## config.mk

```make
export PLATFORM = sky130hd
export DESIGN_NAME = pixel_window_fetch
export DESIGN_NICKNAME = d
export VERILOG_FILES = /design/src/rtl/gabor_pkg.sv /design/src/rtl/window_shift_reg.sv /design/src/rtl/pixel_window_fetch.sv
export SDC_FILE = /design/constraint.sdc
export NUM_CORES = 1
export LEC_CHECK = 0
export CAP_MARGIN = 5
export CORE_UTILIZATION = 55
export CTS_CLUSTER_DIAMETER = 60
export DETAILED_ROUTE_END_ITERATION = 16
export PLACE_DENSITY = 0.86
export RECOVER_POWER = 100
export SETUP_SLACK_MARGIN = 0.15
export SYNTH_ARGS = -nofsm -noshare
export SYNTH_HDL_FRONTEND = slang
export SYNTH_HIERARCHICAL = 1
export SYNTH_SLANG_ARGS = --single-unit
```

## constraint.sdc

```tcl
create_clock -name clk -period 10.23 [get_ports clk]
set_input_delay 2.046 -clock clk [delete_from_list [all_inputs] [get_ports clk]]
set_output_delay 2.046 -clock clk [all_outputs]
set_load 0.02 [all_outputs]
```

## src/rtl/gabor_pkg.sv

```systemverilog
// Shared constants, state type and address helper for the pixel window fetch.
// Contents:
//   ADDR_W/ROW_STRIDE/WIN/PIX_W/OUT_W/MEM_LAT  geometry and RAM timing
//   NPIX                                       pixels per window
//   fetch_state_t                              fetch FSM states
//   win_offset(r, c)                           address offset of window pixel (r, c)
package gabor_pkg;

    localparam int unsigned ADDR_W     = 19;
    localparam int unsigned ROW_STRIDE = 516;
    localparam int unsigned WIN        = 5;
    localparam int unsigned PIX_W      = 8;
    localparam int unsigned OUT_W      = 10;
    localparam int unsigned MEM_LAT    = 1;
    localparam int unsigned NPIX       = WIN * WIN;

    typedef enum logic [1:0] {
        IDLE    = 2'd0,
        FETCH   = 2'd1,
        DRAIN   = 2'd2,
        PRESENT = 2'd3
    } fetch_state_t;

    // Offset is truncated to ADDR_W so that base + offset wraps silently.
    function automatic logic [ADDR_W-1:0] win_offset(input logic [2:0] r, input logic [2:0] c);
        return ADDR_W'(r) * ADDR_W'(ROW_STRIDE) + ADDR_W'(c);
    endfunction

endpackage

```

## src/rtl/window_shift_reg.sv

```systemverilog
// WIN x WIN pixel store with a single write port and a column-shift-left strobe.
// Ports:
//   clk       rising-edge clock
//   rst       asynchronous active-low reset, clears every pixel
//   shift_en  move every column one place left (column 0 is discarded)
//   wr_en     write wr_data into slot (wr_row, wr_col); applied after the shift
//   wr_row    row index 0..WIN-1
//   wr_col    column index 0..WIN-1
//   wr_data   pixel byte
//   pixels    flat row-major window, slot k at [(k+1)*OUT_W-1 -: OUT_W], zero-extended
module window_shift_reg
    import gabor_pkg::*;
(
    input  logic                    clk,
    input  logic                    rst,
    input  logic                    shift_en,
    input  logic                    wr_en,
    input  logic [2:0]              wr_row,
    input  logic [2:0]              wr_col,
    input  logic [PIX_W-1:0]        wr_data,
    output logic [NPIX*OUT_W-1:0]   pixels
);

    logic [PIX_W-1:0] win_q [NPIX];
    logic [PIX_W-1:0] win_d [NPIX];
    logic [4:0]       wr_idx;

    assign wr_idx = 5'(wr_row) * 5'(WIN) + 5'(wr_col);

    always_comb begin
        win_d = win_q;
        if (shift_en) begin
            for (int unsigned r = 0; r < WIN; r++) begin
                for (int unsigned c = 0; c < WIN - 1; c++) begin
                    win_d[r*WIN + c] = win_q[r*WIN + c + 1];
                end
            end
        end
        if (wr_en) begin
            win_d[wr_idx] = wr_data;
        end
    end

    always_ff @(posedge clk or negedge rst) begin
        if (!rst) begin
            win_q <= '{default: '0};
        end else begin
            win_q <= win_d;
        end
    end

    always_comb begin
        pixels = '0;
        for (int unsigned k = 0; k < NPIX; k++) begin
            pixels[k*OUT_W +: OUT_W] = {{(OUT_W-PIX_W){1'b0}}, win_q[k]};
        end
    end

endmodule

```

## src/rtl/pixel_window_fetch.sv

```systemverilog
// Fetches a 5x5 pixel window from a single-port synchronous image RAM.
// A request whose base is one pixel right of the previously presented window
// reuses 20 pixels and reads only the new right-hand column.
// Ports:
//   clk        rising-edge clock
//   rst        asynchronous active-low reset
//   flush      invalidate the reuse cache (honoured in IDLE only)
//   req_valid  window request valid
//   req_addr   window base address (top-left pixel)
//   req_ready  high in IDLE; request accepted on req_valid && req_ready
//   mem_en     RAM read strobe
//   mem_addr   RAM read address
//   mem_rdata  RAM read data, MEM_LAT cycles after mem_en
//   win_valid  window valid (held until win_ready)
//   win_ready  consumer accepts window
//   pixels     row-major window, pixelk at [k*OUT_W-1 -: OUT_W], k=1..25
module pixel_window_fetch
    import gabor_pkg::*;
(
    input  logic                    clk,
    input  logic                    rst,
    input  logic                    flush,
    input  logic                    req_valid,
    input  logic [ADDR_W-1:0]       req_addr,
    output logic                    req_ready,
    output logic                    mem_en,
    output logic [ADDR_W-1:0]       mem_addr,
    input  logic [PIX_W-1:0]        mem_rdata,
    output logic                    win_valid,
    input  logic                    win_ready,
    output logic [NPIX*OUT_W-1:0]   pixels
);

    localparam int unsigned DRAIN_W = $clog2(MEM_LAT + 1);
    localparam logic [2:0]  LAST    = 3'(WIN - 1);

    fetch_state_t         state_q, state_d;
    logic [ADDR_W-1:0]    base_q, base_d;
    logic [ADDR_W-1:0]    last_addr_q, last_addr_d;
    logic                 slide_q, slide_d;
    logic                 reuse_q, reuse_d;
    logic [2:0]           row_q, row_d;
    logic [2:0]           col_q, col_d;
    logic [DRAIN_W-1:0]   drain_q, drain_d;
    logic [MEM_LAT-1:0]   pipe_vld_q, pipe_vld_d;
    logic [2:0]           pipe_row_q [MEM_LAT];
    logic [2:0]           pipe_row_d [MEM_LAT];
    logic [2:0]           pipe_col_q [MEM_LAT];
    logic [2:0]           pipe_col_d [MEM_LAT];
    logic                 shift_en;
    logic                 slide_hit;

    always_comb begin
        state_d     = state_q;
        base_d      = base_q;
        last_addr_d = last_addr_q;
        slide_d     = slide_q;
        reuse_d     = reuse_q;
        row_d       = row_q;
        col_d       = col_q;
        drain_d     = drain_q;
        shift_en    = 1'b0;
        slide_hit   = 1'b0;

        case (state_q)
            IDLE: begin
                if (flush) begin
                    reuse_d = 1'b0;
                end
                if (req_valid) begin
                    // flush in the same cycle forces a full fetch
                    slide_hit = reuse_q && !flush && (req_addr == last_addr_q + ADDR_W'(1));
                    base_d    = req_addr;
                    slide_d   = slide_hit;
                    // the left shift is applied on the accepting edge so column 4 is free
                    // before the first slide read returns
                    shift_en  = slide_hit;
                    row_d     = '0;
                    col_d     = slide_hit ? LAST : '0;
                    state_d   = FETCH;
                end
            end
            FETCH: begin
                // both fetch modes finish on slot (4,4)
                if (row_q == LAST && col_q == LAST) begin
                    state_d = DRAIN;
                    drain_d = '0;
                end else if (slide_q || col_q == LAST) begin
                    row_d = row_q + 3'd1;
                    col_d = slide_q ? LAST : '0;
                end else begin
                    col_d = col_q + 3'd1;
                end
            end
            DRAIN: begin
                // the last write lands on the first DRAIN edge; present one edge later
                if (drain_q == DRAIN_W'(MEM_LAT)) begin
                    state_d = PRESENT;
                end else begin
                    drain_d = drain_q + DRAIN_W'(1);
                end
            end
            PRESENT: begin
                if (win_ready) begin
                    state_d     = IDLE;
                    last_addr_d = base_q;
                    reuse_d     = 1'b1;
                end
            end
            default: state_d = IDLE;
        endcase
    end

    // Slot index travels alongside the read so returning data lands in its issue slot.
    always_comb begin
        pipe_vld_d    = pipe_vld_q;
        pipe_row_d    = pipe_row_q;
        pipe_col_d    = pipe_col_q;
        pipe_vld_d[0] = (state_q == FETCH);
        pipe_row_d[0] = row_q;
        pipe_col_d[0] = col_q;
        for (int unsigned i = 1; i < MEM_LAT; i++) begin
            pipe_vld_d[i] = pipe_vld_q[i-1];
            pipe_row_d[i] = pipe_row_q[i-1];
            pipe_col_d[i] = pipe_col_q[i-1];
        end
    end

    always_ff @(posedge clk or negedge rst) begin
        if (!rst) begin
            state_q     <= IDLE;
            base_q      <= '0;
            last_addr_q <= '0;
            slide_q     <= 1'b0;
            reuse_q     <= 1'b0;
            row_q       <= '0;
            col_q       <= '0;
            drain_q     <= '0;
            pipe_vld_q  <= '0;
            pipe_row_q  <= '{default: '0};
            pipe_col_q  <= '{default: '0};
        end else begin
            state_q     <= state_d;
            base_q      <= base_d;
            last_addr_q <= last_addr_d;
            slide_q     <= slide_d;
            reuse_q     <= reuse_d;
            row_q       <= row_d;
            col_q       <= col_d;
            drain_q     <= drain_d;
            pipe_vld_q  <= pipe_vld_d;
            pipe_row_q  <= pipe_row_d;
            pipe_col_q  <= pipe_col_d;
        end
    end

    assign req_ready = (state_q == IDLE);
    assign win_valid = (state_q == PRESENT);
    assign mem_en    = (state_q == FETCH);
    assign mem_addr  = base_q + win_offset(row_q, col_q);

    window_shift_reg u_win (
        .clk      (clk),
        .rst      (rst),
        .shift_en (shift_en),
        .wr_en    (pipe_vld_q[MEM_LAT-1]),
        .wr_row   (pipe_row_q[MEM_LAT-1]),
        .wr_col   (pipe_col_q[MEM_LAT-1]),
        .wr_data  (mem_rdata),
        .pixels   (pixels)
    );

endmodule

```

==> images/met3.png <==
The bar under the picture is 50 µm long.
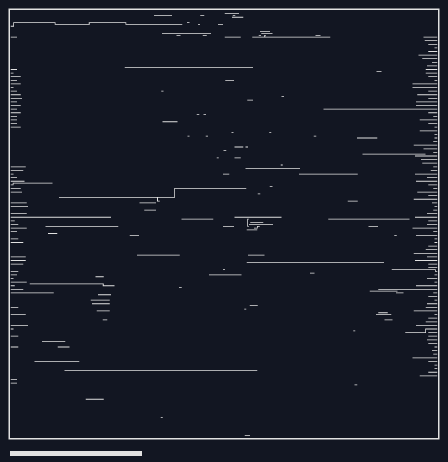
main direction	horizontal
wire length on this layer	1490 µm
share of all routed wire	4.5%
via count: 9270
detailed-route wire length: 32970 µm
global-route track usage on met3: 0.03184

==> images/cell_classes.png <==
Fill, decap, tap and diode cells in gray.
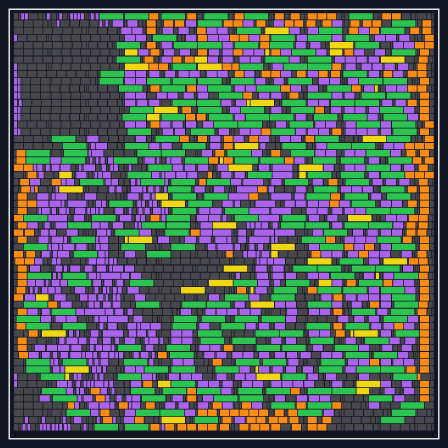
color	class	cells	share of their area
green	flip-flops	256	38%
purple	all other logic	757	42%
orange	other buffers and delay cells	259	15%
yellow	clock drivers and dummy loads	51	5.4%
fraction of area in registers: 0.3681
core outline area: 25040 µm²
Util after Layout: 0.6952
post-route standard cell area excluding fillers: 17400 µm²

==> images/met2.png <==
Cells faint in the background.
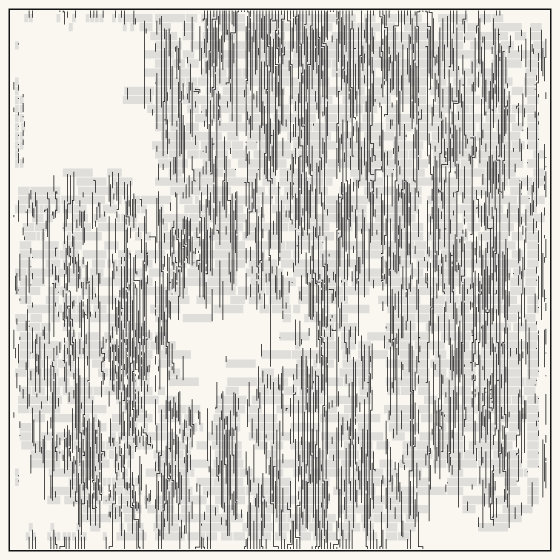
share of all routed wire	51%
wire length on this layer	16800 µm
main direction	vertical
nets with wire on the layer	1251
met2 track demand over resource in global routing: 0.4408

==> summary.txt <==
Entry: Yosys synthesis followed by OpenROAD place and route.

GRT:
- The run gives the first-pass GRT wire length as 51850 µm.
- The run gives the number of global-route vias before repair as 9470.

Cells and area:
- The run gives the proportion of cell area occupied by multi-input gates as 0.4029.
- The layout has 47 clock buffers.
- The run gives the post-layout net count as 1369.
- The run puts the area added between synthesis and finish at 24.35%.
- The top cell types in the final layout, fill and taps aside, are sky130_fd_sc_hd__mux2_2, sky130_fd_sc_hd__dfrtp_1, sky130_fd_sc_hd__dlygate4sd3_1.
- The run gives the layout multi-input combinational cell count as 733.
- The run gives the antenna diode count as 0.

CTS:
- The run gives the number of clock buffers inserted by TritonCTS as 28.
- The run gives the clock transition at the register clock pins on the worst setup and hold paths after CTS as 0.06 ns.

Power and ir drop:
- Per the power-grid run, VDD falls by no more than 0.0002672 V.
- The run puts the switching portion of total power at 0.3899.

STA:
- The run gives the setup TNS after final layout as 0 ns.
- The run puts the final number of max-transition violations at 258.
- The last timing report of the flow puts the setup violation total at 0.
- The flow reports an fmax of 132.4 MHz.
- The run puts the final critical-path required period at 7.555 ns.

Yosys:
- The run gives the area share of and/or/nand/nor cells after synthesis as 0.07188.
- The run gives the sequential area share after synthesis as 0.4577.
- In the Yosys report the total cell count is 1066.
- Counting flops and latches in the post-synthesis netlist gives 256.
- The run gives the synthesized-area fraction occupied by xor and xnor cells as 0.02315.
- By count the netlist is led by sky130_fd_sc_hd__mux2_2, sky130_fd_sc_hd__dfrtp_1, sky130_fd_sc_hd__buf_4.
- The run puts the aoi/oai-family share of the synthesized area at 0.04023.

Die:
- The run gives the initial core utilization as 0.5590.
- The run gives the die width as 161.5 µm.

Routing:
- The pre-antenna-repair detailed-routing pass consisted of 4 iterations.
- The run gives the total DRC errors in the routed layout as 0.

Min path:
- The run gives the hold-critical path endpoint as pipe_row_q[0]$_DFF_PN0_.

Critical path:
- The critical path endpoint has a required time of 10.62 ns.
- STA classifies the critical path startpoint as a primary input.
- The worst register-to-register path begins at last_addr_q[0]$_DFFE_PN0P_.
- The worst setup path is captured at a flip-flop.
- According to the timing report, the critical path is captured at u_win/pixels[150]$_DFF_PN0_.

Place:
- The run gives the total placed cells including tap cells as 1602.
- The run puts the number of buffer cells added on primary ports at 253.

Job:
- The run puts the count of max-cap constraint violations at 7.

Status:
- The flow ran to the end, but the final reports show violations.
- The final reports fail on capacitance limit, slew limit.
==> images/port_nets.png <==
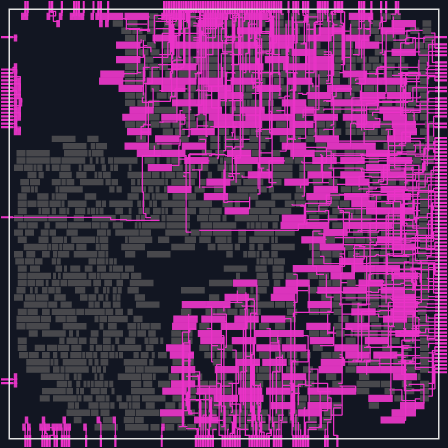
color	port	bits	direction	end cells	buffers	wire
magenta	`pixels`	250	output	250	200	9110 µm

==> images/final_placement.png <==
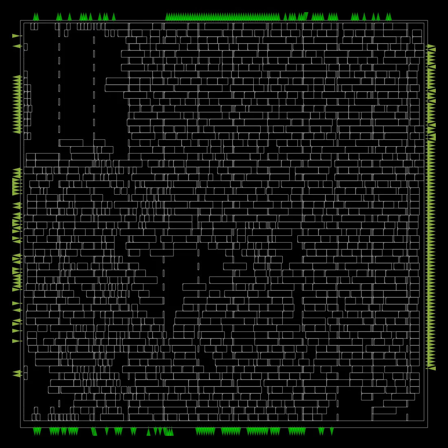
Well Taps: 330
count of non-filler cells in the finished layout: 1653
row count: 58
number of flip-flops and latches: 256

## critical path, stage by stage
cell and delay [ns]:
sky130_fd_sc_hd__dlygate4sd3_1 0.60, sky130_fd_sc_hd__xnor2_1 0.16, sky130_fd_sc_hd__nor4_1 0.25, sky130_fd_sc_hd__o2111ai_1 0.15, sky130_fd_sc_hd__a221oi_1 0.27, sky130_fd_sc_hd__and4_1 0.22, sky130_fd_sc_hd__nand4_1 0.20, sky130_fd_sc_hd__nor2_1 1.55
sky130_fd_sc_hd__clkbuf_2 1.66, sky130_fd_sc_hd__mux2_2 0.46, sky130_fd_sc_hd__mux2_1 0.32
## per-layer routing
layer  share of wire  up-vias  global-route usage
met1            0.41     4659              0.3224
met2            0.51      288              0.4408
met4           0.032        0             0.08619
met3           0.045       64             0.03184
met5               0        -                   0
li1                -     4259                   -
Power is estimated from default activity; no workload was simulated.
